### src/rtl/count_sequencer_pkg.sv
// rtl/count_sequencer_pkg.sv - shared state encoding and default width for the count sequencer
package count_sequencer_pkg;

  localparam int WIDTH_DEF = 4;

  typedef enum logic [1:0] {
    IDLE  = 2'd0,
    CLEAR = 2'd1,
    RUN   = 2'd2,
    DONE  = 2'd3
  } state_t;

endpackage

### src/rtl/count_sequencer_if.sv
// rtl/count_sequencer_if.sv - request/status bundle between a control block and the sequencer
interface count_sequencer_if
  import count_sequencer_pkg::*;
#(
  parameter int WIDTH = WIDTH_DEF
);

  logic             start;
  logic [WIDTH-1:0] target;
  logic             reload;
  logic             abort;
  logic [WIDTH-1:0] count;
  logic             busy;
  logic             done;

  // Requesting control block
  modport master (
    output start, target, reload, abort,
    input  count, busy, done
  );

  // Sequencer side
  modport slave (
    input  start, target, reload, abort,
    output count, busy, done
  );

endinterface

### src/rtl/count_core.sv
// rtl/count_core.sv - WIDTH-bit up-counter with synchronous clear and count enable
module count_core
  import count_sequencer_pkg::*;
#(
  parameter int WIDTH = WIDTH_DEF
) (
  input  logic             clock,
  input  logic             reset,
  input  logic             clear,
  input  logic             enable,
  output logic [WIDTH-1:0] count
);

  // Clear has priority over enable; the sequencer never enables past its target
  always_ff @(posedge clock or posedge reset) begin
    if (reset) begin
      count <= '0;
    end else if (clear) begin
      count <= '0;
    end else if (enable) begin
      count <= count + 1'b1;
    end
  end

endmodule

### src/rtl/count_sequencer.sv
// rtl/count_sequencer.sv - run controller sequencing clear/enable of the up-counter to a latched target
module count_sequencer
  import count_sequencer_pkg::*;
#(
  parameter int WIDTH = WIDTH_DEF
) (
  input  logic              clock,
  input  logic              reset,
  count_sequencer_if.slave  bus
);

  state_t           state_q;
  state_t           state_d;
  logic [WIDTH-1:0] tgt_q;
  logic             rel_q;
  logic [WIDTH-1:0] count;
  logic             at_target;
  logic             clear;
  logic             enable;

  assign at_target = (count == tgt_q);

  // State register
  always_ff @(posedge clock or posedge reset) begin
    if (reset) begin
      state_q <= IDLE;
    end else begin
      state_q <= state_d;
    end
  end

  // Run parameters captured on an accepted start; abort cancels any pending reload
  always_ff @(posedge clock or posedge reset) begin
    if (reset) begin
      tgt_q <= '0;
      rel_q <= 1'b0;
    end else if (state_q == IDLE) begin
      if (bus.start) begin
        tgt_q <= bus.target;
        rel_q <= bus.reload;
      end
    end else if (bus.abort) begin
      rel_q <= 1'b0;
    end
  end

  // Next state and counter controls; abort outranks every other transition and freezes the count
  always_comb begin
    state_d = state_q;
    clear   = 1'b0;
    enable  = 1'b0;
    case (state_q)
      IDLE: begin
        if (bus.start) state_d = CLEAR;
      end
      CLEAR: begin
        if (bus.abort) begin
          state_d = IDLE;
        end else begin
          clear   = 1'b1;
          state_d = RUN;
        end
      end
      RUN: begin
        if (bus.abort) begin
          state_d = IDLE;
        end else if (at_target) begin
          state_d = DONE;
        end else begin
          enable = 1'b1;
        end
      end
      DONE: begin
        if (bus.abort) begin
          state_d = IDLE;
        end else if (rel_q) begin
          state_d = CLEAR;
        end else begin
          state_d = IDLE;
        end
      end
      default: state_d = IDLE;
    endcase
  end

  count_core #(.WIDTH(WIDTH)) u_core (
    .clock  (clock),
    .reset  (reset),
    .clear  (clear),
    .enable (enable),
    .count  (count)
  );

  assign bus.count = count;
  assign bus.busy  = (state_q != IDLE);
  assign bus.done  = (state_q == DONE);

endmodule

### src/flat_wrapper.sv
// flat-port wrapper written by rule: the top's interface ports become plain ports
module count_sequencer_flat import count_sequencer_pkg::*;
#(
  parameter int WIDTH = WIDTH_DEF
)
  (clock, reset, bus_start, bus_target, bus_reload, bus_abort, bus_count, bus_busy, bus_done);
  count_sequencer_if #(.WIDTH(WIDTH)) bus_i ();
  input  logic clock;
  input  logic reset;
  input wire logic [$bits(bus_i.start)-1:0] bus_start;
  input wire logic [$bits(bus_i.target)-1:0] bus_target;
  input wire logic [$bits(bus_i.reload)-1:0] bus_reload;
  input wire logic [$bits(bus_i.abort)-1:0] bus_abort;
  output wire logic [$bits(bus_i.count)-1:0] bus_count;
  output wire logic [$bits(bus_i.busy)-1:0] bus_busy;
  output wire logic [$bits(bus_i.done)-1:0] bus_done;
  assign bus_i.start = bus_start;
  assign bus_i.target = bus_target;
  assign bus_i.reload = bus_reload;
  assign bus_i.abort = bus_abort;
  assign bus_count = bus_i.count;
  assign bus_busy = bus_i.busy;
  assign bus_done = bus_i.done;
  count_sequencer #(.WIDTH(WIDTH)) u_core (.clock(clock), .reset(reset), .bus(bus_i));
endmodule
### config.mk
export PLATFORM = sky130hd
export DESIGN_NAME = count_sequencer_flat
export DESIGN_NICKNAME = d
export VERILOG_FILES = /design/src/rtl/count_sequencer_pkg.sv /design/src/rtl/count_sequencer_if.sv /design/src/rtl/count_core.sv /design/src/rtl/count_sequencer.sv /design/src/flat_wrapper.sv
export SDC_FILE = /design/constraint.sdc
export NUM_CORES = 1
export LEC_CHECK = 0
export ABC_AREA = 1
export CORE_MARGIN = 10
export CORE_UTILIZATION = 45
export DETAILED_ROUTE_END_ITERATION = 6
export GPL_TIMING_DRIVEN = 0
export PLACE_DENSITY = 0.74
export SLEW_MARGIN = 20
export SYNTH_ARGS = -nofsm -noshare
export SYNTH_HDL_FRONTEND = slang
export SYNTH_HIERARCHICAL = 1
export SYNTH_SLANG_ARGS = --single-unit
### constraint.sdc
create_clock -name clock -period 1.7 [get_ports clock]
set_input_delay 0.17 -clock clock [delete_from_list [all_inputs] [get_ports clock]]
set_output_delay 0.17 -clock clock [all_outputs]
set_load 0.02 [all_outputs]
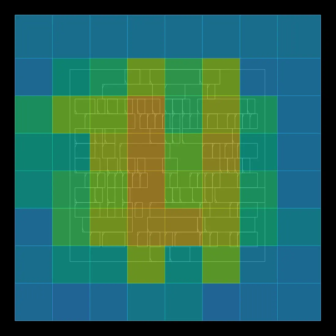
Figure 1: run 1, congestion heat map.
WL/cell: 9.70 um
grt met1 use: 9.31%

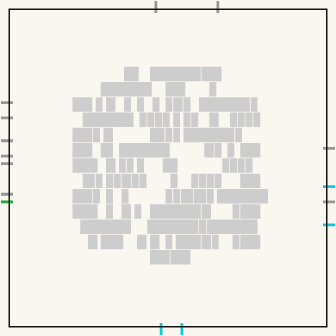
Figure 2: run 1, pin map.
Pins as bars across the die edge, other pins in grey.
cyan -> `bus_count`  # pins 4, direction output, edge 2 bottom, 2 right
green -> `bus_done`  # pins 1, direction output, edge left
all pins by edge = 7 left, 4 right, 2 bottom, 2 top
port buffer count: 14
die width: 56.3 um
Die Height: 56.3 um

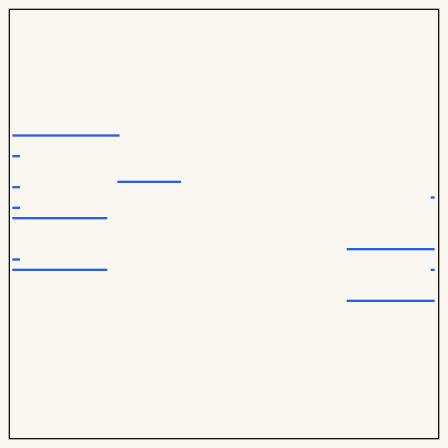
Figure 3: run 1, the metal 3 layer.
main direction = horizontal
nets with wire on the layer = 11
drt total wl: 1140 um
met3 Use GR: 4.04%
via count: 529

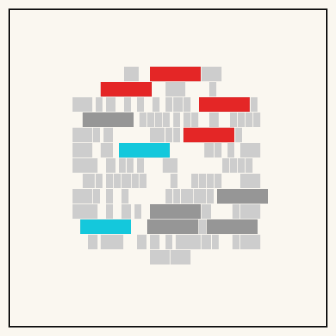
Figure 4: run 1, where the registers sit.
Other sequential cells in the stronger grey, the rest of the logic in the fainter grey.
red -> `u_core/tgt_q`  # sequential cells 4, where top middle
cyan -> `u_core/state_q`  # sequential cells 2
sequential power: 468 uW
storage element area: 275 um^2
sequential share of cell area: 35.2%

-- run 1: layout make-up --
class | count | share of cell area [%]
Multi-Input combinational cell | 56 | 32.3
Inverter | 17 | 8.16
Timing Repair Buffer | 14 | 18.6
Tap cell | 15 | 2.40
Sequential cell | 11 | 35.2
Clock buffer | 4 | 3.36
-- run 1: layout by cell type (no fill, tap or decap) --
master           count
a21oi_1              7
clkbuf_1             1
clkbuf_4             3
clkdlybuf4s50_1     12
dfrtp_1             11
dlymetal6s2s_1       2
ha_1                 1
inv_1               15
inv_2                2
nand2_1             23
nand2_2              2
nand3_1              1
nor2_1              14
nor2_2               1
nor2_4               1
nor3_1               2
o21ai_0              2
o21ai_1              1
or2_0                1
-- run 1: worst register-to-register path: stages (launching register included) --
cell,delay [ns]
dfrtp_1,0.44
inv_1,0.08
nand2_1,0.04
nand2_1,0.05
nor2_1,0.04
nand2_1,0.06
nand2_1,0.06
inv_1,0.16
nand2_2,0.09
nor2_2,0.10
nand2_1,0.05
nand2_1,0.05
nor2_1,0.04
-- run 1: cell families (layout without fill, tap and decap cells) --
kind of cell	Yosys count	in the layout	synth area share, %
compound gates	10	10	8.46
fa+ha+maj	1	1	2.11
buf+inv	17	35	10.8
flops	11	11	46.5
simple gates	45	45	32.1
-- run 1: power groups by stage --
stage	Clock [uW]	Sequential, uW	Combinational [uW]
after floorplan	0	484	335
after CTS	183	471	527
final	176	468	513
after global placement	0	470	518
after global routing	200	482	598
after detailed placement	0	475	525
-- run 1: timing repair --
action                                  in CTS  in global routing
resized                                      0                  2
endpoints found under the hold margin        0                  0
endpoints found under the setup margin       0                  2
-- run 1: worst max-delay path by stage --
stage / start / to / depth (start not counted)
2_1_floorplan: u_core/u_core/count[0] / u_core/u_core/count[3] / 11
3_3_place_gp: bus_abort / u_core/u_core/count[3] / 11
3_5_place_dp: bus_abort / u_core/u_core/count[3] / 11
4_1_cts: u_core/state_q[0] / bus_busy / 3
5_1_grt: u_core/u_core/count[2] / bus_count[2] / 1
6_report: u_core/u_core/count[0] / bus_count[0] / 1
-- run 1: metrics by stage --
step                hold WS (ns)  total power [uW]  instances  setup slack, ns  cell area (um^2)
global route               0.124              1280        117            0.106               782
detailed placement         0.396              1000        113            0.169               751
finish                     0.117              1160        117            0.177               782
global placement           0.395               988        113            0.195               751
floorplan                -0.0639               819         84            0.363               592
CTS                        0.112              1180        117           0.0454               777
-- run 1: layer usage --
| layer | vias to the layer above | global-route usage, % | part of all wire (%) |
|---|---|---|---|
| met4 | 0 | 3.09 | 0.53 |
| met2 | 11 | 9.03 | 44 |
| met3 | 2 | 4.04 | 6.3 |
| li1 | 288 | - | - |
| met1 | 228 | 9.31 | 49 |
| met5 | - | 0 | 0 |
-- run 1: sequential cells by signal, summed over array words and instances (netlist names) --
register	count
u_core/state_q	2
u_core/rel_q	1
u_core/u_core/count	4
u_core/tgt_q	4
==> reports/results.tsv, run 1 <==
stage	metric	value	unit
worst_setup_path	CP Launch Type	flop	
layout	diode count	0	
sta	Final min period	1.52	ns
floorplan	num ports	15	
sta	final setup violating endpoints	0	
worst_setup_path	WS Path Type	reg2out	
detailed_routing	DRT Pass-1 Iters	2	
worst_setup_path	flop2flop setup slack	0.33	ns
yosys	Yosys reg bits	11	
clock_network	post-CTS setup repair buffer count	0	
sta	fmax	0.656	GHz
sta	period utilization	89.6	%
clock_network	CTS Hold Bufs	0	
power	P_int	682	uW
clock_network	CTS sink count	11	
detailed_routing	Iter 0 DRT Violations	3	
global_routing	GR Overflow Total	0	
detailed_routing	DR DRC count	0	
layout	share of layout cells above drive strength 1	8.82	%
job	Max-Cap Viols	0	
power	Peak VDD IR	761	uV
yosys	number of enable flip-flop cells	0	
yosys	asr flop ratio synth	100	%
worst_setup_path	Worst Reg2Reg Path Length in Cells	12	
power	Pwr Density	1480	nW/um^2
power	Logic pwr share	44.4	%
clock_network	cts bufs inserted	3	
yosys	yosys stat cell total	84	
yosys	Seq/Total Area, Yosys	46.5	%
yosys	synthesized cell area	592	um^2
floorplan	CORE AREA	1270	um^2
placed_design	Detail Placement HPWL	899	um
detailed_routing	ANT nets after route	0	
sta	relative slew slack	80.9	%
clock_network	CTS tree	done	
clock_network	CTS H-tree depth	1	
clock_network	Clock Tree Buf Depth	2	
layout	Fill cells	134	
worst_setup_path	worst path buffer plus inverter count	1	
worst_setup_path	R2R Path End	u_core/u_core/count[3]	
yosys	main flop type	dfrtp_1	
power	clock share of power	15.2	%
clock_network	Clk pin slew, worst setup/hold paths	0.07	ns
global_routing	largest net degree at the start of global routing	11	
run_status	status	complete, no violations	
power	Sw Ratio	41.0	%
yosys	most area-hungry cell type in the Yosys netlist	dfrtp_1	
worst_setup_path	critical path cell sequence	clkdlybuf4s50_1	
sta	Final Hold Vio Count	0	
yosys	count leader, synth	nand2_1	
worst_setup_path	slowest cell delay on critical path	0.64	ns
yosys	Yosys warnings	6	
global_routing	initial antenna violation count	0	
worst_setup_path	Setup crit end kind	output port	
worst_setup_path	Critical Path AT	1.35	ns
yosys	Netlist cell types	15	
layout	Post-layout nets	113	
worst_setup_path	slowest cell on the critical path	clkdlybuf4s50_1	
layout	utilization after layout	61.6	%
yosys	Yosys chip area	592	um^2
worst_setup_path	R2R Path Start	u_core/u_core/count[1]	
detailed_routing	via/cell ratio	4.52	
global_routing	vias in the first global route	410	
hold_path	worst hold path class	in2async	
sta	setup TNS	0	ns
yosys	Post-synth top cells	23 x nand2_1, 15 x inv_1, 14 x nor2_1	
power	Sw Pwr	474	uW
worst_setup_path	CP top delay family	buffers and inverters	
floorplan	fp util	46.6	%
worst_setup_path	crit-path max FO	6	
global_routing	GRT Util Overall	7.11	%
layout	logic area	253	um^2
yosys	Max-area cell share	46.5	%
yosys	Syn Inst Count	84	
floorplan	die area	3170	um^2
yosys	Area contributors post-synth	dfrtp_1 47%, nand2_1 15%, inv_1 9.5%	
placed_design	placer's final routability congestion estimate	0.760	
power	P_leak	0.000438	uW
sta	RSZ-0062 raised after global routing	no	
power	Reg power frac	40.4	%
sta	Slew Viols, Final	0	
worst_setup_path	required time of the worst setup path	1.53	ns
clock_network	Worst-Skew Late Latency	0.26	ns
yosys	mean area per synthesized cell	7.05	um^2
layout	Layout Area Growth over Synthesis	32.1	%
clock_network	CTS Root Cell	clkbuf_4	
yosys	Synth Net Count	94	
job	Tool Warnings	26	
floorplan	Rows	13	
sta	clock skew	0.00248	ns
global_routing	first-pass GRT wire length	1830	um
sta	Worst Tran Pin Value	0.286	ns
==> run 2, diff against run 1 <==
- clock period: 1.7 -> 1.5 ns (I/O delays scaled with it)
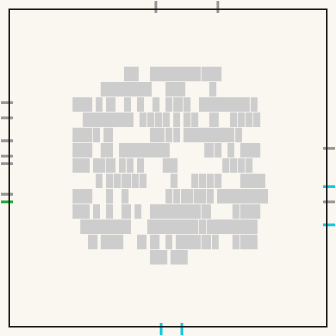
Figure 5: run 2, pin map.
Pins as bars across the die edge, other pins in grey.
green -> `bus_done`  # pins 1, direction output, edge left
cyan -> `bus_count`  # pins 4, direction output, edge 2 bottom, 2 right
all pins by edge = 7 left, 4 right, 2 bottom, 2 top

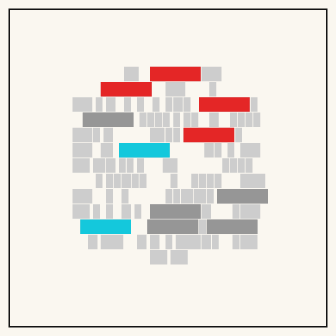
Figure 6: run 2, where the registers sit.
Other sequential cells in the stronger grey, the rest of the logic in the fainter grey.
red -> `u_core/tgt_q`  # sequential cells 4, where top middle
cyan -> `u_core/state_q`  # sequential cells 2
sequential share of cell area: 35.6%
utilization after layout: 60.9%
sequential power: 528 uW

==> run 2 against run 1 <==
Net effect:
- design area down 1.1%
- final cell count unchanged
- hold slack worse by 0.020 ns
- non-clock buffer count unchanged
- largest cell class unchanged
==> reports/results.tsv, run 2 <==
stage	metric	value	unit	change
clock_network	cts bufs inserted	3		unchanged
yosys	number of enable flip-flop cells	0		unchanged
sta	worst hold margin	0.0974	ns	-0.0199 ns
floorplan	Rows	13		unchanged
yosys	yosys stat cell total	84		unchanged
floorplan	die area	3170	um^2	unchanged
yosys	mean area per synthesized cell	7.05	um^2	unchanged
sta	Slew Viols, Final	0		unchanged
sta	Final Hold Vio Count	0		unchanged
floorplan	CORE AREA	1270	um^2	unchanged
sta	final setup violating endpoints	0		unchanged
clock_network	Clock Tree Buf Depth	2		unchanged
yosys	synthesized cell area	592	um^2	unchanged
detailed_routing	drt total wl	1130	um	-0.44%
global_routing	GR Overflow Total	0		unchanged
yosys	XOR/XNOR Area Share	0	%	unchanged
placed_design	placer's final routability congestion estimate	0.760		unchanged
yosys	Max-area cell share	46.5	%	unchanged
run_status	status	complete, no violations		
hold_path	worst hold path class	in2async		
layout	Regs by FF count	u_core/tgt_q (4), u_core/u_core/count (4), u_core/state_q (2)		
clock_network	CTS tree	done		
yosys	Synth mux share	0	%	unchanged
yosys	Yosys warnings	6		unchanged
yosys	comb area leader	simple AND/OR/NAND/NOR gates		
yosys	Synth Net Count	94		unchanged
yosys	Yosys chip area	592	um^2	unchanged
clock_network	CTS H-tree depth	1		unchanged
detailed_routing	WL/cell	9.66	um	-0.44%
sta	RSZ-0062 raised after global routing	no		
yosys	Adder Area Share	2.11	%	unchanged
detailed_routing	DR WL met2	487	um	-1.8%
power	Pwr Density	1660	nW/um^2	+12%
detailed_routing	Top Metal Used	met4		
sta	relative slew slack	80.8	%	-0.10 points
job	Max-Cap Viols	0		unchanged
yosys	main flop type	dfrtp_1		
placed_design	Detail Placement HPWL	899	um	unchanged
detailed_routing	ANT nets after route	0		unchanged
worst_setup_path	WS Path Type	reg2out		
yosys	simple share	32.1	%	unchanged
yosys	aoi share	8.46	%	unchanged
detailed_routing	via count	518		-2.1%
sta	period utilization	92.2	%	
global_routing	first-pass GRT wire length	1830	um	unchanged
yosys	Seq/Total Area, Yosys	46.5	%	unchanged
worst_setup_path	flop2flop setup slack	0.19	ns	-0.14 ns
sta	Worst Tran Pin Value	0.288	ns	+0.00150 ns
worst_setup_path	R2R Path End	u_core/u_core/count[3]		
job	Tool Warnings	26		unchanged
clock_network	Worst-Skew Late Latency	0.26	ns	about the same
floorplan	fp util	46.6	%	unchanged
yosys	asr flop ratio synth	100	%	unchanged
detailed_routing	DRT Pass-1 Iters	4		+2
yosys	Post-synth top cells	23 x nand2_1, 15 x inv_1, 14 x nor2_1		
power	P_leak	0.000444	uW	+1.3%
floorplan	Die Height	56.3	um	unchanged
global_routing	vias in the first global route	410		unchanged
yosys	most area-hungry cell type in the Yosys netlist	dfrtp_1		
worst_setup_path	Worst Reg2Reg Path Length in Cells	12		unchanged
global_routing	largest net degree at the start of global routing	11		unchanged
clock_network	CTS sink count	11		unchanged
worst_setup_path	R2R Path Start	u_core/u_core/count[1]		
worst_setup_path	CP Launch Type	flop		
detailed_routing	Post-Route M1 WL	559	um	-0.36%
global_routing	initial antenna violation count	0		unchanged
power	Peak VDD IR	851	uV	+12%
power	Final Total Pwr	1280	uW	+11%
clock_network	CTS Root Cell	clkbuf_4		
sta	fmax	0.723	GHz	
layout	dominant logic cell type in the layout	nand2_1		
sta	clock skew	0.000558	ns	-0.00193 ns
detailed_routing	met3 WL	77	um	+8.5%
yosys	Yosys reg bits	11		unchanged
clock_network	Clk pin slew, worst setup/hold paths	0.07	ns	about the same
yosys	Syn Inst Count	84		unchanged
global_routing	GRT Util Overall	7.11	%	unchanged
yosys	count leader, synth	nand2_1		
worst_setup_path	slowest cell on the critical path	dfrtp_1		
sta	Final min period	1.38	ns	
worst_setup_path	slowest cell delay on critical path	0.44	ns	-0.20 ns
layout	Layout Area Growth over Synthesis	30.7	%	
worst_setup_path	required time of the worst setup path	1.35	ns	-0.18 ns
layout	share of layout cells above drive strength 1	9.80	%	+0.98 points
layout	diode count	0		unchanged
yosys	Netlist cell types	15		unchanged
worst_setup_path	crit-path max FO	4		-2
placed_design	placed cell count	113		unchanged
floorplan	die width	56.3	um	unchanged
worst_setup_path	Critical Path Source	u_core/state_q[0]		
worst_setup_path	critical path cell sequence	nor2_4 -> inv_2 -> dlygate4sd2_1		
layout	Post-layout nets	113		unchanged
layout	most frequent logic cells in the routed design	23 x nand2_1, 14 x inv_1, 14 x nor2_1		
worst_setup_path	Setup crit end kind	output port		
worst_setup_path	Critical Path AT	1.23	ns	-0.12 ns
detailed_routing	DR DRC count	0		unchanged
yosys	Area contributors post-synth	dfrtp_1 47%, nand2_1 15%, inv_1 9.5%		
detailed_routing	via/cell ratio	4.43		-2.1%
placed_design	port buffer count	14		unchanged
detailed_routing	Iter 0 DRT Violations	3		unchanged
layout	fin cells	117		unchanged
floorplan	num ports	15		unchanged
## run 2: netlist changes by cell type in the layout (fill, tap and decap cells not counted), sizes merged
cell | before | now
dlygate4sd2 | 0 | 5
dlymetal6s2s | 2 | 1
clkdlybuf4s50 | 12 | 8
## run 2: where the power goes
group	internal, uW	leakage, uW	switching, uW
clock	103	0.0000150	98.6
combinational	226	0.000294	325
sequential	413	0.000134	115
## run 2: what timing repair did
| action | 4_1_cts | 5_1_grt |
|---|---|---|
| setup endpoints to repair | 5 | 2 |
| gates resized | 5 | 2 |
| hold buffers | 0 | 0 |
| setup buffers | 0 | 0 |
## run 2: worst max-delay path: cells and delay by family, from the launching register on
| family | cells | cell delay, ns |
|---|---|---|
| buf+inv | 2 | 0.36 |
| flops | 1 | 0.44 |
| simple gates | 1 | 0.17 |
## run 2: worst max-delay path by stage
stage,slack (ns),depth (start not counted),end
6_report,0.12,3,bus_busy
5_1_grt,0.01,12,u_core/u_core/count[3]
4_1_cts,0.04,1,bus_count[3]
3_5_place_dp,-0.01,11,u_core/u_core/count[3]
3_3_place_gp,0.02,11,u_core/u_core/count[3]
2_1_floorplan,0.16,11,u_core/u_core/count[3]
## run 2: final cells by class
class,count,area (um^2)
flip-flops and latches,11,275
fillers,135,495
well taps,15,18.8
inverters,17,63.8
multi-input cells,56,253
clock buffers,4,26.3
repair buffers,14,136
## run 2: routing by layer
layer / global-route usage, % / vias up
met1: 9.31 / 220
met2: 9.03 / 11
li1: - / 285
met3: 4.04 / 2
met5: 0 / -
met4: 3.09 / 0
## run 2: logic make-up (layout without fill, tap and decap cells)
group / count (synthesis) / after routing
AOI/OAI and AO/OA: 10 / 10
buffers and inverters: 17 / 35
and+or+nand+nor: 45 / 45
DFF: 11 / 11
adders and majority gates: 1 / 1
## run 2: stage by stage
stage	setup TNS, ns	worst slack, ns	instance area (um^2)	utilization (%)
2_1_floorplan	0	0.163	592	-
3_3_place_gp	0	0.0150	751	59.2
3_5_place_dp	-0.0110	-0.0110	751	59.2
4_1_cts	0	0.0401	771	60.7
5_1_grt	0	0.0145	773	60.9
6_report	0	0.117	773	60.9
==> run 3, diff against run 2 <==
- MAX_ROUTING_LAYER: default -> met4
==> run 3 against run 2 <==
Net effect:
- power is essentially flat
- synthesized cell count is the same
- final cell count did not move
- sequential power about the same
- design area unchanged
- sequential cell count unchanged
- wire length did not move
- sequential share of layout area stayed put
- largest power group unchanged
==> reports/results.tsv, run 3 <==
stage	metric	value	unit	change
run_status	status	complete, no violations		
sta	clock skew	0.000558	ns	unchanged
floorplan	die area	3170	um^2	unchanged
yosys	Netlist cell types	15		unchanged
worst_setup_path	required time of the worst setup path	1.35	ns	about the same
detailed_routing	met3 WL	63	um	-18%
power	P_leak	0.000444	uW	unchanged
placed_design	placer's final routability congestion estimate	0.770		+1.3%
clock_network	Worst-Skew Late Latency	0.26	ns	about the same
layout	storage element area	275	um^2	unchanged
yosys	most area-hungry cell type in the Yosys netlist	dfrtp_1		
yosys	Max-area cell share	46.5	%	unchanged
clock_network	CTS tree	done		
worst_setup_path	CP Launch Type	flop		
yosys	Yosys warnings	6		unchanged
floorplan	CORE AREA	1270	um^2	unchanged
detailed_routing	DR DRC count	0		unchanged
global_routing	first-pass GRT wire length	1820	um	-0.38%
sta	period utilization	92.2	%	about the same
yosys	count leader, synth	nand2_1		
yosys	Yosys reg bits	11		unchanged
global_routing	largest net degree at the start of global routing	11		unchanged
detailed_routing	via/cell ratio	4.43		unchanged
job	Tool Warnings	26		unchanged
clock_network	post-CTS setup repair buffer count	0		unchanged
yosys	aoi share	8.46	%	unchanged
floorplan	Die Height	56.3	um	unchanged
yosys	simple share	32.1	%	unchanged
worst_setup_path	WS Path Type	reg2out		
worst_setup_path	Setup crit end kind	output port		
sta	Worst Tran Pin Value	0.288	ns	-0.0000234 ns
yosys	main flop type	dfrtp_1		
yosys	comb area leader	simple AND/OR/NAND/NOR gates		
worst_setup_path	Critical Path AT	1.23	ns	about the same
clock_network	CTS Root Cell	clkbuf_4		
yosys	asr flop ratio synth	100	%	unchanged
detailed_routing	via count	518		unchanged
layout	Post-layout nets	113		unchanged
sta	RSZ-0062 raised after global routing	no		
sta	relative slew slack	80.8	%	about the same
power	Pwr Density	1660	nW/um^2	about the same
detailed_routing	DR WL met2	487	um	unchanged
placed_design	Detail Placement HPWL	899	um	unchanged
layout	share of layout cells above drive strength 1	9.80	%	unchanged
yosys	Syn Inst Count	84		unchanged
power	Peak VDD IR	852	uV	about the same
clock_network	cts bufs inserted	3		unchanged
floorplan	die width	56.3	um	unchanged
detailed_routing	Post-Route M1 WL	573	um	+2.5%
yosys	Seq/Total Area, Yosys	46.5	%	unchanged
sta	Final min period	1.38	ns	+0.000455 ns
worst_setup_path	crit-path max FO	4		unchanged
hold_path	worst hold path class	in2async		
yosys	mean area per synthesized cell	7.05	um^2	unchanged
layout	most frequent logic cells in the routed design	23 x nand2_1, 14 x inv_1, 14 x nor2_1		
layout	Fill cells	135		unchanged
sta	Final Hold Vio Count	0		unchanged
sta	worst hold margin	0.0974	ns	+0.0000261 ns
floorplan	Rows	13		unchanged
detailed_routing	DRT Pass-1 Iters	4		unchanged
job	Max-Cap Viols	0		unchanged
layout	Regs by FF count	u_core/tgt_q (4), u_core/u_core/count (4), u_core/state_q (2)		
yosys	Yosys chip area	592	um^2	unchanged
yosys	yosys stat cell total	84		unchanged
yosys	Post-synth top cells	23 x nand2_1, 15 x inv_1, 14 x nor2_1		
global_routing	vias in the first global route	410		unchanged
clock_network	Clock Tree Buf Depth	2		unchanged
sta	Slew Viols, Final	0		unchanged
yosys	Synth Net Count	94		unchanged
floorplan	fp util	46.6	%	unchanged
global_routing	GRT Util Overall	7.30	%	+0.19 points
layout	logic area	253	um^2	unchanged
layout	dominant logic cell type in the layout	nand2_1		
detailed_routing	drt total wl	1130	um	unchanged
yosys	synthesized cell area	592	um^2	unchanged
layout	diode count	0		unchanged
yosys	number of enable flip-flop cells	0		unchanged
layout	utilization after layout	60.9	%	unchanged
sta	fmax	0.723	GHz	about the same
layout	Layout Area Growth over Synthesis	30.7	%	unchanged
detailed_routing	Iter 0 DRT Violations	3		unchanged
clock_network	CTS Hold Bufs	0		unchanged
yosys	Adder Area Share	2.11	%	unchanged
global_routing	GR Overflow Total	0		unchanged
yosys	XOR/XNOR Area Share	0	%	unchanged
clock_network	CTS sink count	11		unchanged
placed_design	port buffer count	14		unchanged
worst_setup_path	flop2flop setup slack	0.19	ns	about the same
detailed_routing	Top Metal Used	met4		
clock_network	Clk pin slew, worst setup/hold paths	0.07	ns	about the same
clock_network	CTS H-tree depth	1		unchanged
sta	final setup violating endpoints	0		unchanged
detailed_routing	ANT nets after route	0		unchanged
yosys	Area contributors post-synth	dfrtp_1 47%, nand2_1 15%, inv_1 9.5%		
floorplan	num ports	15		unchanged
yosys	Synth mux share	0	%	unchanged
global_routing	initial antenna violation count	0		unchanged
run 3: cell counts in the layout (fill, tap and decap cells not counted):
Identical to the previous run, type by type.
run 3: layer usage:
metal,GRT usage (%),up-vias
li1,-,285
met1,9.57,220
met5,-,-
met4,3.09,0
met3,3.60,2
met2,9.03,11
run 3: worst paths after layout:
check                                  startpoint                      to  depth (start not counted)
max                             u_core/state_q[0]                bus_busy                          3
min                                         reset  u_core/u_core/count[2]                          2
max reg2reg                u_core/u_core/count[1]  u_core/u_core/count[3]                         12
min reg2reg                          u_core/rel_q       u_core/state_q[0]                          2
max in group asynchronous                   reset         u_core/tgt_q[0]                          2
min in group clock                  bus_target[1]         u_core/tgt_q[1]                          3
run 3: critical path: stages, from the launching register on:
cell,delay (ns)
dfrtp_1,0.44
nor2_4,0.17
inv_2,0.05
dlygate4sd2_1,0.31
run 3: stage by stage:
step	setup TNS, ns	instances	setup WS [ns]	instance area, um^2	total power (uW)
floorplan	0	84	0.163	592	928
global placement	0	113	0.0150	751	1120
detailed placement	-0.0110	113	-0.0110	751	1130
CTS	0	117	0.0401	771	1300
global route	0	117	0.0145	773	1420
finish	0	117	0.117	773	1280
run 3: cell type report:
cell class                      count  area share [%]
Inverter                           17            8.25
Tap cell                           15            2.43
Timing Repair Buffer               14            17.6
Clock buffer                        4            3.40
Sequential cell                    11            35.6
Multi-Input combinational cell     56            32.7
run 3: timing repair:
action                                  in CTS  in global routing
endpoints found under the hold margin        0                  0
cloned                                       0                  0
resized                                      5                  2
endpoints found under the setup margin       5                  2
run 3: power breakdown:
| part | internal, uW | switching, uW | total, uW |
|---|---|---|---|
| Clock | 103 | 98.5 | 201 |
| Sequential | 413 | 115 | 528 |
| Combinational | 226 | 325 | 551 |
run 3: logic make-up after synthesis:
family,count (synthesis)
adders and majority gates,1
buffers and inverters,17
AOI/OAI and AO/OA,10
DFF,11
and+or+nand+nor,45
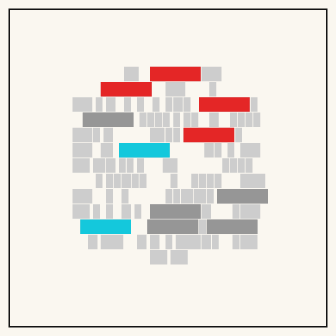
Figure 7: run 3, where the registers sit.
Other sequential cells in the stronger grey, the rest of the logic in the fainter grey.
cyan -> `u_core/state_q`  # sequential cells 2
red -> `u_core/tgt_q`  # sequential cells 4, where top middle

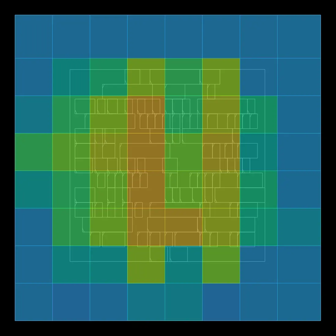
Figure 8: run 3, congestion heat map.
grt met1 use: 9.57%
WL/cell: 9.66 um

No activity file was given, so power comes from the tool's default toggle rates.
